**config.mk**
```make
export PLATFORM = sky130hd
export DESIGN_NAME = alu_issue_stage
export DESIGN_NICKNAME = d
export VERILOG_FILES = /design/src/rtl/alu_pkg.sv /design/src/rtl/alu_issue_stage_op_fifo.sv /design/src/rtl/alu_issue_stage.sv
export SDC_FILE = /design/constraint.sdc
export NUM_CORES = 1
export LEC_CHECK = 0
export CAP_MARGIN = 20
export CORE_ASPECT_RATIO = 0.5
export CORE_UTILIZATION = 40
export DETAILED_ROUTE_END_ITERATION = 8
export SLEW_MARGIN = 10
export SYNTH_ARGS = -nofsm -noshare
export SYNTH_HDL_FRONTEND = slang
export SYNTH_SLANG_ARGS = --single-unit
```
**constraint.sdc**
```tcl
create_clock -name clk -period 4.9 [get_ports clk]
set_input_delay 0.98 -clock clk [delete_from_list [all_inputs] [get_ports clk]]
set_output_delay 0.98 -clock clk [all_outputs]
set_load 0.01 [all_outputs]
```
**src/rtl/alu_pkg.sv**
```systemverilog
// Shared types and constants for the ALU issue stage.
package alu_pkg;

  // Native ALU datapath width.
  localparam int unsigned ALU_N = 8;

  // ALU select encodings the stage's consumers rely on; other codes pass through.
  localparam logic [ALU_N-1:0] SEL_ADD = ALU_N'(0);
  localparam logic [ALU_N-1:0] SEL_SUB = ALU_N'(1);

  // One queued ALU operation.
  typedef struct packed {
    logic [ALU_N-1:0] a;
    logic [ALU_N-1:0] b;
    logic [ALU_N-1:0] sel;
  } alu_op_t;

  // Result slot occupancy.
  typedef enum logic {
    SLOT_EMPTY = 1'b0,
    SLOT_FULL  = 1'b1
  } slot_state_t;

endpackage

```
**src/rtl/alu_issue_stage_op_fifo.sv**
```systemverilog
// Synchronous FIFO for queued ALU operations.
// The head entry is presented combinationally on dout.
// Pointers wrap naturally because DEPTH is a power of two.
module op_fifo #(
  parameter int unsigned WIDTH = 24,
  parameter int unsigned DEPTH = 4
) (
  input  logic                     clk,
  input  logic                     rst_n,
  input  logic                     clr,
  input  logic                     push,
  input  logic                     pop,
  input  logic [WIDTH-1:0]         din,
  output logic [WIDTH-1:0]         dout,
  output logic                     full,
  output logic                     empty,
  output logic [$clog2(DEPTH):0]   count
);

  localparam int unsigned AW = $clog2(DEPTH);

  logic [WIDTH-1:0] mem [DEPTH];
  logic [AW-1:0]    wr_ptr;
  logic [AW-1:0]    rd_ptr;
  logic [AW:0]      cnt;
  logic             do_push;
  logic             do_pop;

  assign full    = (cnt == (AW+1)'(DEPTH));
  assign empty   = (cnt == '0);
  assign do_push = push && !full;
  assign do_pop  = pop && !empty;
  assign dout    = mem[rd_ptr];
  assign count   = cnt;

  // Pointer and occupancy tracking; clear beats any push or pop.
  always_ff @(posedge clk or negedge rst_n) begin
    if (!rst_n) begin
      wr_ptr <= '0;
      rd_ptr <= '0;
      cnt    <= '0;
    end else if (clr) begin
      wr_ptr <= '0;
      rd_ptr <= '0;
      cnt    <= '0;
    end else begin
      if (do_push) wr_ptr <= wr_ptr + AW'(1);
      if (do_pop)  rd_ptr <= rd_ptr + AW'(1);
      case ({do_push, do_pop})
        2'b10:   cnt <= cnt + (AW+1)'(1);
        2'b01:   cnt <= cnt - (AW+1)'(1);
        default: cnt <= cnt;
      endcase
    end
  end

  // Storage write; contents need no reset since occupancy gates every read.
  always_ff @(posedge clk) begin
    if (do_push && !clr) mem[wr_ptr] <= din;
  end

endmodule

```
**src/rtl/alu_issue_stage.sv**
```systemverilog
// Issue stage around a combinational ALU: buffers operand triples in a FIFO,
// drives the head onto the ALU, and captures the result into a one-entry
// output slot with valid/ready back-pressure.
module alu_issue_stage
  import alu_pkg::*;
#(
  parameter int unsigned N     = 8,
  parameter int unsigned DEPTH = 4
) (
  input  logic                    clk,
  input  logic                    rst_n,
  input  logic                    flush,
  input  logic                    in_valid,
  output logic                    in_ready,
  input  logic [N-1:0]            in_a,
  input  logic [N-1:0]            in_b,
  input  logic [N-1:0]            in_sel,
  output logic [N-1:0]            alu_a,
  output logic [N-1:0]            alu_b,
  output logic [N-1:0]            alu_s,
  input  logic [N-1:0]            alu_out,
  output logic                    res_valid,
  input  logic                    res_ready,
  output logic [N-1:0]            res_data,
  output logic [$clog2(DEPTH):0]  count
);

  slot_state_t      slot_q;
  slot_state_t      slot_d;
  logic [3*N-1:0]   fifo_din;
  logic [3*N-1:0]   fifo_dout;
  logic             fifo_full;
  logic             fifo_empty;
  logic             push;
  logic             issue;
  logic [N-1:0]     head_a;
  logic [N-1:0]     head_b;
  logic [N-1:0]     head_s;

  assign fifo_din                 = {in_a, in_b, in_sel};
  assign {head_a, head_b, head_s} = fifo_dout;

  assign in_ready  = !fifo_full;
  assign push      = in_valid && in_ready && !flush;
  assign res_valid = (slot_q == SLOT_FULL);

  // Head is masked while the queue is empty so the ALU never sees stale or X data.
  assign alu_a = fifo_empty ? '0 : head_a;
  assign alu_b = fifo_empty ? '0 : head_b;
  assign alu_s = fifo_empty ? '0 : head_s;

  op_fifo #(
    .WIDTH (3*N),
    .DEPTH (DEPTH)
  ) u_op_fifo (
    .clk   (clk),
    .rst_n (rst_n),
    .clr   (flush),
    .push  (push),
    .pop   (issue),
    .din   (fifo_din),
    .dout  (fifo_dout),
    .full  (fifo_full),
    .empty (fifo_empty),
    .count (count)
  );

  // Result slot state register.
  always_ff @(posedge clk or negedge rst_n) begin
    if (!rst_n) slot_q <= SLOT_EMPTY;
    else        slot_q <= slot_d;
  end

  // Issue decision and slot next state; flush overrides everything.
  always_comb begin
    slot_d = slot_q;
    issue  = 1'b0;
    if (flush) begin
      slot_d = SLOT_EMPTY;
    end else begin
      case (slot_q)
        SLOT_EMPTY: begin
          if (!fifo_empty) begin
            issue  = 1'b1;
            slot_d = SLOT_FULL;
          end
        end
        SLOT_FULL: begin
          if (res_ready) begin
            if (!fifo_empty) begin
              issue  = 1'b1;
              slot_d = SLOT_FULL;
            end else begin
              slot_d = SLOT_EMPTY;
            end
          end
        end
        default: slot_d = SLOT_EMPTY;
      endcase
    end
  end

  // Result capture; data holds whenever nothing issues.
  always_ff @(posedge clk or negedge rst_n) begin
    if (!rst_n)     res_data <= '0;
    else if (issue) res_data <= alu_out;
  end

endmodule
```
==> flow_metrics.tcl, run 1 <==
# collected from the flow reports
set metrics [dict create \
    setup_ws_ns 1.35 \
    synthTopCellsByArea "edfxtp_1 64%, mux4_2 12%, dfrtp_1 8.9%" \
    ir_worst_vdd_uv 211 \
    ys_top_cells_by_count "96 x edfxtp_1, 25 x nor2b_1, 24 x mux4_2, 16 x dfrtp_1, 8 x mux2_2" \
    wl_mm 8.35 \
    swShare 0.276 \
    dpl.hpwl_mm 5.03 \
    drtIter0Drc 85 \
    fp_util 0.425 \
    clkTransAtPathRegs_ns 0.07 \
    setup_viol 0 \
    power_frac_comb 0.329 \
    place_ws_ns 1.65 \
    status "finished clean" \
    r2r_cells 7 \
    netlist_area_sq_um 4480 \
    hold_class "flop to flop" \
    p_clk_frac 0.257 \
    cp_slowest_cell "dfrtp_2" \
    cpPeakStageDelay_ns 0.97 \
    synth-seq-cells 112 \
    cp_cell_sequence "mux4_2 -> nor2b_1 -> clkdlybuf4s50_1" \
    critical_path_class "flop to primary output" \
    p_sw_mw 0.825 \
    worst_pin_slew_ns 0.914 \
    syn-num-nets 271 \
    drc 0 \
    ys_types 33 \
    die-height_microns 76.9 \
    netlist.area_leader.share 0.643 \
    fin_setup_tns_ns 0 \
    p_leak_nw 1.88 \
    ys_area_sq_um 4480 \
    rows 26 \
    dr.pass1.iters 4 \
    crit_cells 3 \
    start_kind "flop" \
    finalNetCount 351 \
    place_area_sq_um 5390 \
    synthToLayoutAreaGrowth_pct 27.3 \
    warning_count 29 \
    p_int_mw 2.16 \
    syn_inst 229 \
    logic_family "multiplexers" \
    cts_tree "done" \
]
## run 1: layer usage
layer / global-route usage / up-vias / part of all wire
li1: - / 1043 / -
met5: 0 / - / 0
met3: 0.0470 / 11 / 0.053
met2: 0.257 / 64 / 0.49
met1: 0.195 / 1183 / 0.44
met4: 0.0653 / 0 / 0.016
## run 1: final cells by class
class                      instances  area [sq um]  area share
sequential                       112          3280       0.576
clock inverter                     4          76.3      0.0134
multi-input combinational        104          1140       0.200
clock buffer                      12           236      0.0414
timing repair buffer              80           783       0.137
inverter                           2          7.51     0.00132
tap                              140           175      0.0307
## run 1: cell families (layout without fill, tap and decap cells)
kind of cell    after synthesis  in the layout
flops                       112            112
simple gates                 52             52
mux                          34             34
buf+inv                      13             98
compound gates                7              7
xor+xnor                      6              6
fa+ha+maj                     5              5
## run 1: stage by stage
stage	hold slack [ns]	power, mW	utilization	std cells
after global routing	0.529	3.16	0.541	454
after CTS	0.510	3.04	0.541	454
after floorplan	0.543	1.77	-	229
after global placement	0.488	2.25	0.512	438
final	0.507	2.99	0.541	454
after detailed placement	0.494	2.26	0.512	438
## run 1: cell usage in the layout (no fill, tap or decap), types with 3 or more instances in the layout
| master | n |
|---|---|
| mux4_2 | 24 |
| ha_1 | 4 |
| nand2_1 | 5 |
| and2_1 | 4 |
| clkdlybuf4s50_1 | 73 |
| nor2_1 | 6 |
| clkbuf_1 | 3 |
| nor2b_1 | 25 |
| buf_4 | 7 |
| xnor2_1 | 5 |
| dfrtp_1 | 15 |
| edfxtp_1 | 96 |
| mux2_2 | 8 |
| clkbuf_16 | 9 |
| a21oi_1 | 3 |
## run 1: state kept, by name (all words and copies together), names as in the netlist
name              cells
res_valid             1
u_op_fifo.mem        96
u_op_fifo.count       3
res_data              8
u_op_fifo.rd_ptr      2
u_op_fifo.wr_ptr      2
## run 1: path summary, 6_finish.rpt
| path | end | slack [ns] |
|---|---|---|
| worst min register to register | res_data[4]$_DFFE_PN0N_ | 0.51 |
| worst max-delay path | alu_b[3] | 1.35 |
| max in group asynchronous | u_op_fifo.rd_ptr[0]$_DFFE_PN0P_ | 3.29 |
| worst min-delay path | res_data[4]$_DFFE_PN0N_ | 0.51 |
| worst max register to register | u_op_fifo.count[2]$_DFFE_PN0P_ | 2.49 |
| min in group asynchronous | u_op_fifo.count[2]$_DFFE_PN0P_ | 1.08 |
## run 1: power groups by stage
stage | combinational, mW | clock (mW) | sequential, mW
floorplan | 0.539 | 0 | 1.23
global placement | 0.988 | 0 | 1.26
detailed placement | 0.997 | 0 | 1.26
CTS | 1.00 | 0.791 | 1.24
global route | 1.07 | 0.831 | 1.26
finish | 0.982 | 0.769 | 1.24
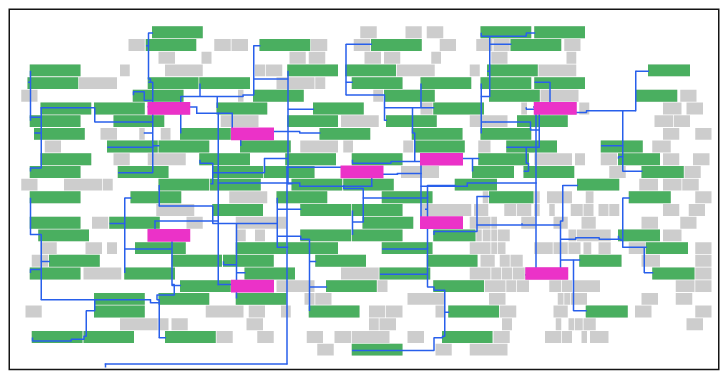
*Clock network drawn from the DEF, run 1*
clock-net drivers -> magenta  # count 9
clock wires -> blue  # length 1,270 microns
flip-flops -> green  # count 112
routed clock nets = 10

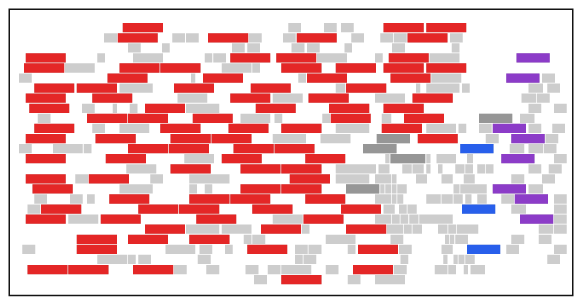
*Sequential cells coloured by netlist name, run 1*
Other sequential cells in the stronger grey, the rest of the logic in the fainter grey.
`u_op_fifo.count` -> blue  # flops 3
`res_data` -> purple  # flops 8
`u_op_fifo.mem` -> red  # flops 96, where spread over the die

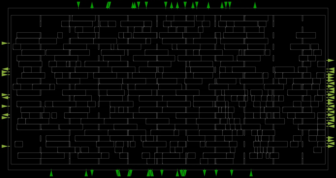
*Cell placement, run 1*
sequential cell count: 112
tap cells: 140

## Run 2: what changed since run 1
- clock period: 4.9 -> 3.5 ns (I/O delays scaled with it)
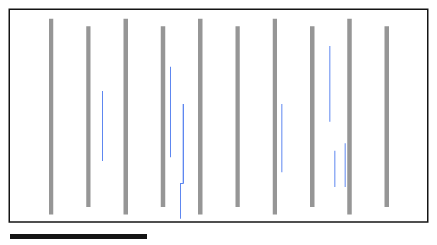
*Met4 routing, run 2*
The bar under the picture is 50 microns long. Supply wires on this layer in grey.
main direction = vertical
nets with wire on the layer = 4
share of all routed wire = 2.3%

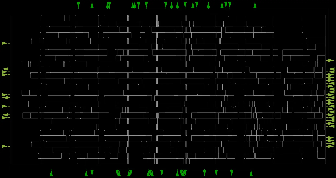
*Cell placement, run 2*
final core occ: 0.541
core box area: 10,500 sq um
Fill cells: 839

==> run 2 against run 1 <==
Power increased by 36%. Count of clock-buffer cells in the layout is 3 lower. Via count down 2.0%. Critical path type unchanged.
==> flow_metrics.tcl, run 2 <==
# collected from the flow reports
set metrics [dict create \
    cp_cell_sequence "buf_4 -> mux4_2 -> nor2b_1 -> clkdlybuf4s50_1" \
    ys_area_sq_um 4480 \
    cts_tree "done" \
    largest_reg_flops 96 \
    wl_mm 7.84 \
    regMostFlops "u_op_fifo.mem" \
    drc 0 \
    status "finished clean" \
    maxUsedRoutingLayer "met4" \
    min_to "res_data[1]$_DFFE_PN0N_" \
    setup_ws_ns 0.434 \
    rows 26 \
    routed-wl-met2_mm 3.89 \
    setup_viol 0 \
    start_kind "flop" \
    layout_top_cell "edfxtp_1" \
    drtIter0Drc 73 \
    wl_met1_mm 3.42 \
    cpPeakStageDelay_ns 0.60 \
    synthTopCellsByArea "edfxtp_1 64%, mux4_2 12%, dfrtp_1 8.9%" \
    warning_count 29 \
    clkTransAtPathRegs_ns 0.07 \
    fp_util 0.425 \
    post-place-cells 440 \
    ys_top_cells_by_count "96 x edfxtp_1, 25 x nor2b_1, 24 x mux4_2, 16 x dfrtp_1, 8 x mux2_2" \
    stdcell_count 456 \
    hold_class "flop to flop" \
    p_leak_nw 1.88 \
    mi_logic_area_sq_um 1140 \
    final_cell_mix "96 x edfxtp_1, 73 x clkdlybuf4s50_1, 25 x nor2b_1" \
    dr.pass1.iters 4 \
    flop_area_sq_um 3280 \
]
==> run 2: worst max path at each step <==
stage / cells after the start / slack [ns] / end
after global routing: 4 / 0.27 / alu_a[6]
after CTS: 4 / 0.36 / alu_b[3]
final: 4 / 0.43 / alu_a[6]
after floorplan: 7 / 1.18 / u_op_fifo.count[2]$_DFFE_PN0P_
after detailed placement: 8 / 0.61 / u_op_fifo.count[2]$_DFFE_PN0P_
after global placement: 8 / 0.67 / u_op_fifo.count[2]$_DFFE_PN0P_
==> run 2: final cells by class <==
| type | count | area share |
|---|---|---|
| Clock buffer | 9 | 0.0395 |
| Clock inverter | 7 | 0.00922 |
| Sequential cell | 112 | 0.576 |
| Tap cell | 140 | 0.0307 |
| Multi-Input combinational cell | 104 | 0.201 |
| Timing Repair Buffer | 82 | 0.142 |
| Inverter | 2 | 0.00132 |
==> run 2: through the flow <==
step | cell area, sq um | utilization
2_1_floorplan | 4480 | -
3_3_place_gp | 5420 | 0.514
3_5_place_dp | 5420 | 0.514
4_1_cts | 5700 | 0.541
5_1_grt | 5700 | 0.541
6_report | 5700 | 0.541
==> run 2: logic make-up after synthesis <==
group                      share of synthesized area
AOI/OAI and AO/OA                            0.00921
xor gates and xnor gates                      0.0117
adders and majority gates                     0.0156
buffers and inverters                         0.0126
DFF                                            0.732
muxes                                          0.146
and+or+nand+nor                               0.0723
==> run 2: power breakdown <==
group	leakage, nW	switching [mW]	internal (mW)
logic	0.680	0.602	0.823
registers	1.07	0.102	1.59
clock network	0.133	0.456	0.489
total	1.88	1.16	2.90
==> run 2: per-layer routing <==
metal | global-route usage | up-vias
met1 | 0.177 | 1135
met3 | 0.0387 | 16
met4 | 0.0703 | 0
li1 | - | 1050
met2 | 0.246 | 54
met5 | 0 | -
Power is estimated from default activity; no workload was simulated.
